Design ternary_word_engine, sky130hd; sources not shown.
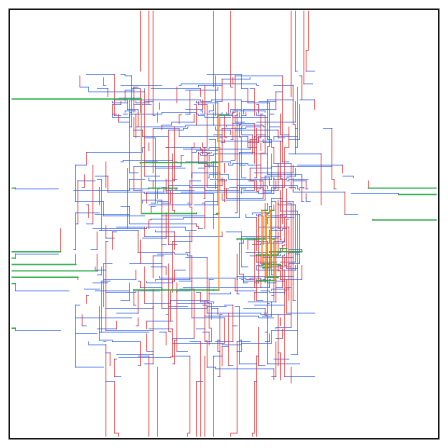
Fig. 1. Wiring by layer (run 1).
legend:
  red:
    layer: met2
    wire_length: 2050 microns
  blue:
    layer: met1
    wire_length: 1810 microns
  orange:
    layer: met4
    wire_length: 108 microns
  green:
    layer: met3
    wire_length: 211 microns
GRT Util Overall: 10.34%
final wirelength: 4185 microns
WL per Instance: 15.79 microns
Vias: 1411

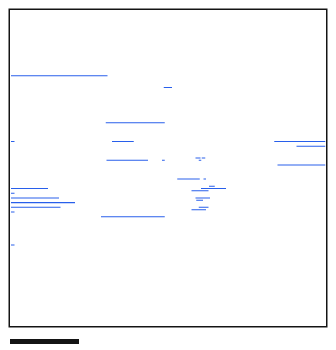
Fig. 2. Signal wires on met3 (run 1).
Bar = 20 microns.
longest straight run: 27.6 microns
share of all routed wire: 5.0%
wire length on this layer: 211 microns
main direction: horizontal
M3 GR Usage: 3.539%

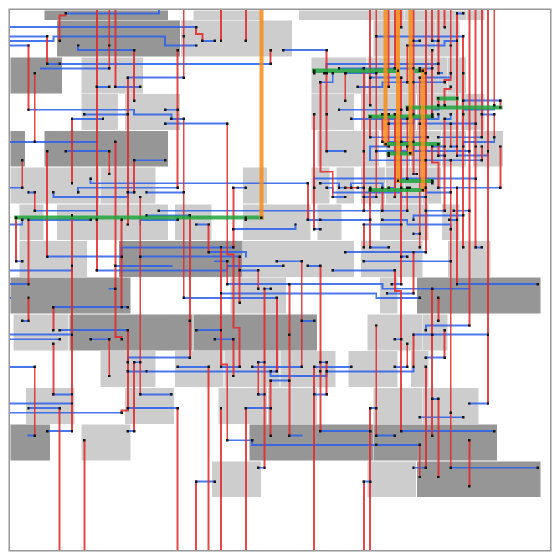
Fig. 3. Layout detail (run 1).
Window x 26 to 66, y 7 to 47 microns. Cells in grey, sequential cells in the stronger grey; small squares are vias.
legend:
  green:
    layer: met3
  blue:
    layer: met1
  orange:
    layer: met4
  red:
    layer: met2
most frequent: dfrtp_1 (10), clkdlybuf4s50_1 (10), mux2_2 (9)
cells with their middle in the window: 69
sequential cells in the window: 10

==> impl_metrics.tcl, run 1 <==
# collected from the flow reports
set metrics [dict create \
    dp_cells 253 \
    clkSinkCount 33 \
    xor_share_pct 0 \
    grt_pass1_wl_microns 7065 \
    ff_type "dfrtp_1" \
    cts_setup_buffers 0 \
    skew_ps 5.554 \
    seqCellArea_sq_um 833.3 \
    nNetsFinal 227 \
    maxCapViolations 0 \
    ys_sh_mux_pct 15.77 \
    grt_max_degree 34 \
    fp_nets 188 \
    ir_worst_vdd_uv 482.9 \
    core_area_sq_um 4848 \
    path_max_fanout 8 \
    cts.htree.levels 2 \
    ys_seq_share_pct 46.60 \
    edf_count 0 \
    antenna_left 0 \
    final_cell_count_no_fill 265 \
    cp-start-kind "flip-flop" \
    worstPathRequired_ps 3340 \
    adder_share_pct 5.606 \
    regToRegSetupSlack_ps 260 \
    cts_tree "built" \
    fin_crit_ps 2889 \
    yosys_area_sq_um 1785 \
    crit_path_top_delay_cell "mux4_2" \
    max_freq_mhz 346.2 \
    drtIter0Drc 121 \
    nNonClkBuffers 38 \
    top_cell "dfrtp_1" \
    rsz0062_at_grt "false" \
    syn_inst 158 \
    numSequentialCells 33 \
    ios 33 \
    top_cells_by_count "28 x dfrtp_1, 17 x mux2_2, 16 x o21ai_0, 15 x nor2_1, 10 x inv_1" \
    setup_violations 0 \
    cts.reportedPaths.clkPinSlew_ps 70 \
    areaGrowthSynthToFinish_pct 28.10 \
    grt-ovfl-total 0 \
    outcome "complete, no violations" \
    max_slew_margin_pct 59.48 \
    power_per_cell_area_nw_per_um2 1155 \
    setup_slack_ps 261.3 \
    yosys_warnings 0 \
    top_logic_kind "AND-OR/OR-AND gates" \
    drc_errors 0 \
    synth-compound-area-share_pct 17.52 \
]
run 1: power by group:
part	total, mW	internal [mW]	switching [mW]
registers	0.829	0.634	0.195
clock network	0.311	0.153	0.158
logic	1.50	0.737	0.765
total	2.64	1.52	1.12
run 1: layout by cell type (no fill, tap or decap), types with 4 or more instances in the layout:
cell type / n
a21oi_1: 9
o21ai_0: 16
nor2_1: 15
clkbuf_8: 5
nand2_1: 6
mux4_2: 4
mux2_2: 17
ha_1: 8
o221ai_2: 4
buf_4: 6
dfstp_2: 5
dfrtp_1: 27
inv_1: 10
clkdlybuf4s50_1: 32
run 1: metal layers:
metal / global-route usage [%] / routed length, microns / vias to the layer above
li1: - / - / 652
met2: 16.65 / 2054 / 34
met5: 0 / 0 / -
met3: 3.539 / 210 / 15
met1: 11.91 / 1812 / 710
met4: 5.222 / 108 / 0
==> run 1 -> run 2 <==
--- a/config.mk
+++ b/config.mk
@@ -10,6 +10,8 @@
 export CORE_UTILIZATION = 35
 export CTS_CLUSTER_DIAMETER = 60
 export DETAILED_ROUTE_END_ITERATION = 7
+export PLACE_DENSITY_LB_ADDON = 0.25
+export SLEW_MARGIN = 20
 export SYNTH_ARGS = -nofsm -noshare
 export SYNTH_HDL_FRONTEND = slang
 export SYNTH_SLANG_ARGS = --single-unit
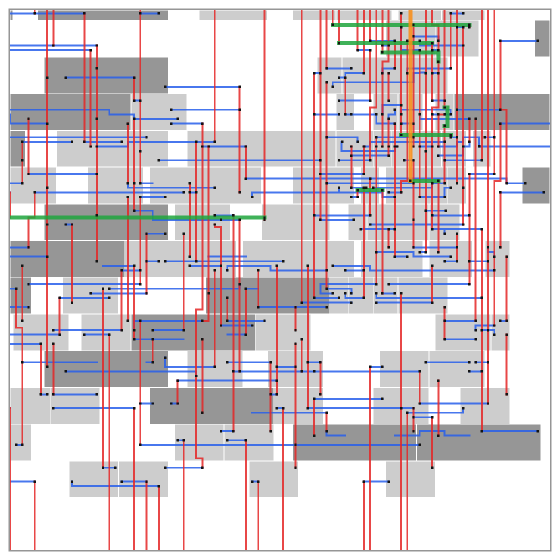
Fig. 4. Layout detail (run 2).
Window x 26 to 66, y 7 to 47 microns. Cells in grey, sequential cells in the stronger grey; small squares are vias.
legend:
  red:
    layer: met2
  orange:
    layer: met4
  green:
    layer: met3
  blue:
    layer: met1
sequential cells in the window: 11
cells with their middle in the window: 71
most frequent: clkdlybuf4s50_1 (13), mux2_2 (11), dfrtp_1 (11)

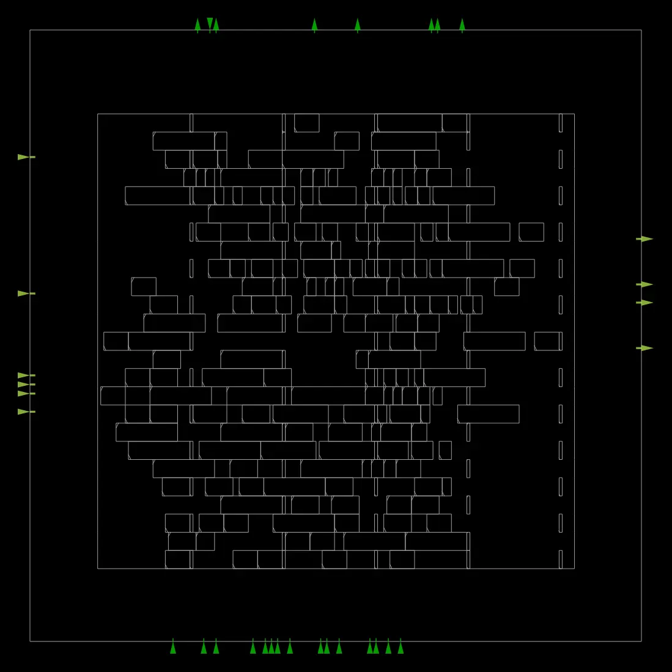
Fig. 5. Placement view (run 2).
num rows: 25
Final Non-Filler Cells: 261
Layout Utilization: 47.23%
Flop Count: 33
flop share of the area: 36.39%

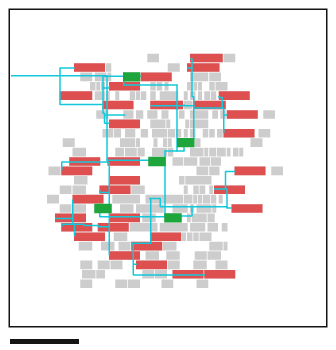
Fig. 6. Clock distribution (run 2).
Bar = 20 microns.
legend:
  cyan:
    item: clock wires
    length: 454 microns
  red:
    item: flip-flops
    count: 33
  green:
    item: cells driving clock nets
    count: 5
routed clock nets: 6
Clk power: 0.401 mW
Latency at later pin: 290 ps
worst-case clock skew: 10.25 ps
clock group share of total power: 14.8%

==> run 2 against run 1 <==
  * Utilization up 0.052 points
  * First-iteration DRC count down 60%
  * Register-to-register slack worse by 100 ps
  * Setup slack worse by 100 ps
  * Total power up 2.5%
  * Area after synthesis unchanged
  * Critical endpoint is now out_word[0]
  * Critical path depth unchanged
  * Critical path type unchanged
  * Flip-flop count unchanged
==> impl_metrics.tcl, run 2 <==
# collected from the flow reports
set metrics [dict create \
    fin_crit_ps 2993 \
    lay_top_count "clkdlybuf4s50_1" \
    ys_seq_share_pct 46.60 \
    drtIter0Drc 48 \
    top_cells_by_count "28 x dfrtp_1, 17 x mux2_2, 16 x o21ai_0, 15 x nor2_1, 10 x inv_1" \
    yosys_area_sq_um 1785 \
    seqCellArea_sq_um 833.3 \
    outcome "complete, no violations" \
    worstPathRequired_ps 3340 \
    core_area_sq_um 4848 \
    vias 1360 \
    grt-ovfl-total 0 \
    final_cell_mix "32 x clkdlybuf4s50_1, 27 x dfrtp_1, 17 x mux2_2" \
    regToRegSetupSlack_ps 160 \
    wl_microns 4119 \
    edf_count 0 \
    busiest_layer "met2" \
    grt_util_all_layers_pct 10.31 \
    areaGrowthSynthToFinish_pct 28.24 \
    grt_pass1_wl_microns 7038 \
    cts.reportedPaths.clkPinSlew_ps 80 \
    use_met3_pct 3.704 \
]
[run 2: cell counts after synthesis]
Identical to the previous run, type by type.
[run 2: per-stage QoR]
| step | std cells | hold slack (ps) | utilization, % |
|---|---|---|---|
| final | 261 | 508.3 | 47.23 |
| after global routing | 261 | 536.0 | 47.23 |
| after CTS | 261 | 513.6 | 47.20 |
| after detailed placement | 253 | 494.0 | 44.83 |
| after global placement | 253 | 476.6 | 44.83 |
| after floorplan | 158 | 176.9 | - |
[run 2: kinds of logic after synthesis]
group	count (synthesis)	synth area share, %
flops	33	46.60
buf+inv	17	4.134
simple gates	37	10.37
fa+ha+maj	8	5.606
compound gates	42	17.52
mux	21	15.77
[run 2: power by group]
group	switching, mW	internal [mW]
Sequential	0.202	0.633
Clock	0.164	0.237
Combinational	0.764	0.708
Power figures rest on the tool's default switching activity, not on a simulated workload.
